**config.mk**
```make
export PLATFORM = sky130hd
export DESIGN_NAME = alu_share_arbiter
export DESIGN_NICKNAME = d
export VERILOG_FILES = /design/src/rtl/alu_share_arbiter.sv
export SDC_FILE = /design/constraint.sdc
export NUM_CORES = 1
export LEC_CHECK = 0
export CORE_MARGIN = 2
export CORE_UTILIZATION = 33
export DETAILED_ROUTE_END_ITERATION = 8
export GPL_ROUTABILITY_DRIVEN = 1
export HOLD_SLACK_MARGIN = 0.05
export MAX_ROUTING_LAYER = met4
export PLACE_DENSITY = 0.76
export SETUP_SLACK_MARGIN = 0.1
export SKIP_LAST_GASP = 1
export SYNTH_ARGS = -nofsm -noshare
export SYNTH_HDL_FRONTEND = slang
export SYNTH_SLANG_ARGS = --single-unit
```
**constraint.sdc**
```tcl
create_clock -name clk -period 1.6 [get_ports clk]
set_clock_uncertainty 0.2 [all_clocks]
set_input_delay 0.32 -clock clk [delete_from_list [all_inputs] [get_ports clk]]
set_output_delay 0.32 -clock clk [all_outputs]
set_load 0.02 [all_outputs]
```
**src/rtl/alu_share_arbiter.sv**
```systemverilog
// Round-robin arbiter sharing one combinational ALU between two valid/ready requesters.
// Registers the ALU operands and holds the captured result/flags until the owner acknowledges.
module alu_share_arbiter #(
    parameter int unsigned DATA_W   = 32,
    parameter int unsigned ERRCNT_W = 8
) (
    input  logic                clk,
    input  logic                nrst,
    input  logic                req0_valid,
    output logic                req0_ready,
    input  logic [6:0]          req0_opcode,
    input  logic [2:0]          req0_alu_op,
    input  logic [6:0]          req0_func7,
    input  logic [DATA_W-1:0]   req0_opA,
    input  logic [DATA_W-1:0]   req0_opB,
    input  logic                req1_valid,
    output logic                req1_ready,
    input  logic [6:0]          req1_opcode,
    input  logic [2:0]          req1_alu_op,
    input  logic [6:0]          req1_func7,
    input  logic [DATA_W-1:0]   req1_opA,
    input  logic [DATA_W-1:0]   req1_opB,
    output logic                rsp0_valid,
    input  logic                rsp0_ready,
    output logic                rsp1_valid,
    input  logic                rsp1_ready,
    output logic [DATA_W-1:0]   rsp_result,
    output logic [4:0]          rsp_flags,
    output logic [6:0]          alu_opcode,
    output logic [2:0]          alu_alu_op,
    output logic [6:0]          alu_func7,
    output logic [DATA_W-1:0]   alu_opA,
    output logic [DATA_W-1:0]   alu_opB,
    input  logic [DATA_W-1:0]   alu_result,
    input  logic                alu_zero,
    input  logic                alu_eq,
    input  logic                alu_less,
    input  logic                alu_err,
    input  logic                alu_ctrl_err,
    output logic                busy,
    output logic [ERRCNT_W-1:0] err_count
);

    typedef enum logic [1:0] {
        IDLE,
        EXEC,
        RESP
    } state_t;

    state_t state, state_next;
    logic   rr_ptr;
    logic   owner;
    logic   grant0, grant1;
    logic   owner_ack;

    logic [6:0]        op_opcode;
    logic [2:0]        op_alu_op;
    logic [6:0]        op_func7;
    logic [DATA_W-1:0] op_a;
    logic [DATA_W-1:0] op_b;

    always_comb begin
        grant0     = 1'b0;
        grant1     = 1'b0;
        req0_ready = 1'b0;
        req1_ready = 1'b0;
        rsp0_valid = 1'b0;
        rsp1_valid = 1'b0;
        owner_ack  = 1'b0;
        state_next = state;
        case (state)
            IDLE: begin
                // rr_ptr names the preferred requester; the other wins only when it is alone
                grant0     = req0_valid && (!rr_ptr || !req1_valid);
                grant1     = req1_valid && (rr_ptr || !req0_valid);
                req0_ready = grant0;
                req1_ready = grant1;
                if (grant0 || grant1) begin
                    state_next = EXEC;
                end
            end
            EXEC: begin
                state_next = RESP;
            end
            RESP: begin
                rsp0_valid = !owner;
                rsp1_valid = owner;
                owner_ack  = owner ? rsp1_ready : rsp0_ready;
                if (owner_ack) begin
                    state_next = IDLE;
                end
            end
            default: begin
                state_next = IDLE;
            end
        endcase
    end

    always_ff @(posedge clk) begin
        if (!nrst) begin
            state <= IDLE;
        end else begin
            state <= state_next;
        end
    end

    always_ff @(posedge clk) begin
        if (!nrst) begin
            rr_ptr     <= 1'b0;
            owner      <= 1'b0;
            op_opcode  <= '0;
            op_alu_op  <= '0;
            op_func7   <= '0;
            op_a       <= '0;
            op_b       <= '0;
            rsp_result <= '0;
            rsp_flags  <= '0;
            err_count  <= '0;
        end else begin
            if (grant1) begin
                op_opcode <= req1_opcode;
                op_alu_op <= req1_alu_op;
                op_func7  <= req1_func7;
                op_a      <= req1_opA;
                op_b      <= req1_opB;
                owner     <= 1'b1;
            end else if (grant0) begin
                op_opcode <= req0_opcode;
                op_alu_op <= req0_alu_op;
                op_func7  <= req0_func7;
                op_a      <= req0_opA;
                op_b      <= req0_opB;
                owner     <= 1'b0;
            end
            if (state == EXEC) begin
                rsp_result <= alu_result;
                rsp_flags  <= {alu_ctrl_err, alu_err, alu_less, alu_eq, alu_zero};
                if ((alu_err || alu_ctrl_err) && (err_count != '1)) begin
                    err_count <= err_count + 1'b1;
                end
            end
            if (owner_ack) begin
                rr_ptr <= ~owner;
            end
        end
    end

    assign alu_opcode = op_opcode;
    assign alu_alu_op = op_alu_op;
    assign alu_func7  = op_func7;
    assign alu_opA    = op_a;
    assign alu_opB    = op_b;
    assign busy       = (state != IDLE);

endmodule

```
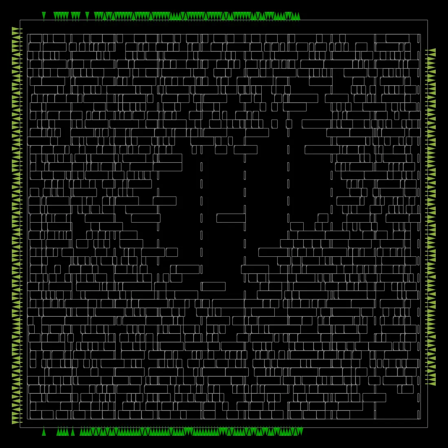
(images/placed.png)
flip-flop and latch share of the layout cell area: 28.2%
area of the core: 15300 um^2
post-route non-filler standard cell count: 1256

==> notes.md <==
run metrics: worst reg2reg startpoint state[0], maximum resistive drop on vdd 722 uV, count of tool warnings 29, inverter tally of the final layout excluding the clock network 5, area delta synth->final 79.3%, capture point of the critical path req0_ready, via count of the first global-routing pass 5601, GRT Max-Usage Layer met2, standard-cell row count 45, most frequently placed logic cell in the final layout nand2_1, Tmin final 1790 ps, count of cell instances traversed by the critical path 4, CTS sink count 130, post-route clock period utilization 112%, global routing met1 resource utilization 26.4%, total placed cells including tap cells 1205, power density cells 1110 nW/um^2, met2 routing resource usage after global routing 37.7%, startpoint-to-endpoint class of the critical path flop to output pin, WP data arrival 1270 ps, RD Place Congestion 0.839, number of buffers and inverters on the critical path 2, TritonCTS clock tree yes, dominant cell by count in the synthesized netlist nand2_1, failing checks setup timing, met1 WL 8230 um, worst-case setup slack after placement -694 ps, highest-delay cell along the critical path dfxtp_4, largest net degree at the start of global routing 79, TritonCTS buffer count 17, layout cell share with drive strength beyond 1 23.8%, Yosys Instances 685, count of mapped cells out of synthesis 685, metal2 WL 10500 um, post-CTS clock slew at the launch and capture registers of the worst setup and hold paths 60 ps, number of non-clock buffers in the layout 385, mean cell area of the mapped netlist 7.61 um^2, Crit path largest cell delay 360 ps, remaining max-slew budget at the tightest pin 79.7%, Post-route DRC 0, dominant synthesized flop cell dfxtp_1, post-layout worst setup margin -188 ps, CTS Root Buffer Type clkbuf_16, Final Setup Violations 83, final count of hold timing violations 0, run status finished, violations left, half-perimeter wire length of the detailed placement result 13900 um, CTS Hold Buffers Added 0, Crit. Startpoint state[1], required time of the critical path 1080 ps, total cell area at the placement stage 8950 um^2, Worst setup SP type flop, die area 16800 um^2, AND-OR/OR-AND Cells, Area Fraction 23.4%, combinational share of cell area 26.5%, maximum level of the CTS H-tree 4, worst-margin pin slew 302 ps, PortBufs 335, endpoint kind of the worst setup timing path output pin, via density per instance 4.93, GRT Residual Overflow 0
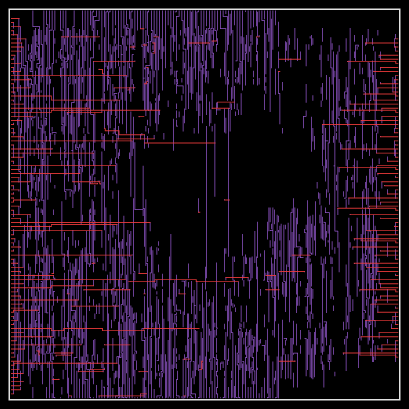
(images/layers.png)
(3 px per um) Only two layers are drawn.
Key: M2 = purple [wire length 10500 um]; M3 = red [wire length 1790 um]
total routing usage reported by global routing: 23.3%
final WL: 20900 um
per-cell routed wire length: 16.6 um
routed via count: 6196

power breakdown:
part	total (mW)	switching, mW	internal (mW)	leakage, nW
combinational	2.79	1.52	1.27	2.51
sequential	3.79	0.192	3.60	1.08
clock	3.76	1.38	2.38	0.282
worst min path at each step:
stage | start | to | slack (ps) | cells past startpoint
floorplan | alu_zero | rsp_flags[0] | 260 | 2
global placement | rsp_flags[0] | rsp_flags[0] | 240 | 2
detailed placement | rsp_result[26] | rsp_result[26] | 250 | 2
CTS | nrst | alu_opcode[3] | 170 | 4
global route | nrst | alu_opcode[3] | 200 | 4
finish | nrst | alu_opcode[4] | 190 | 4
No activity file was given, so power comes from the tool's default toggle rates.
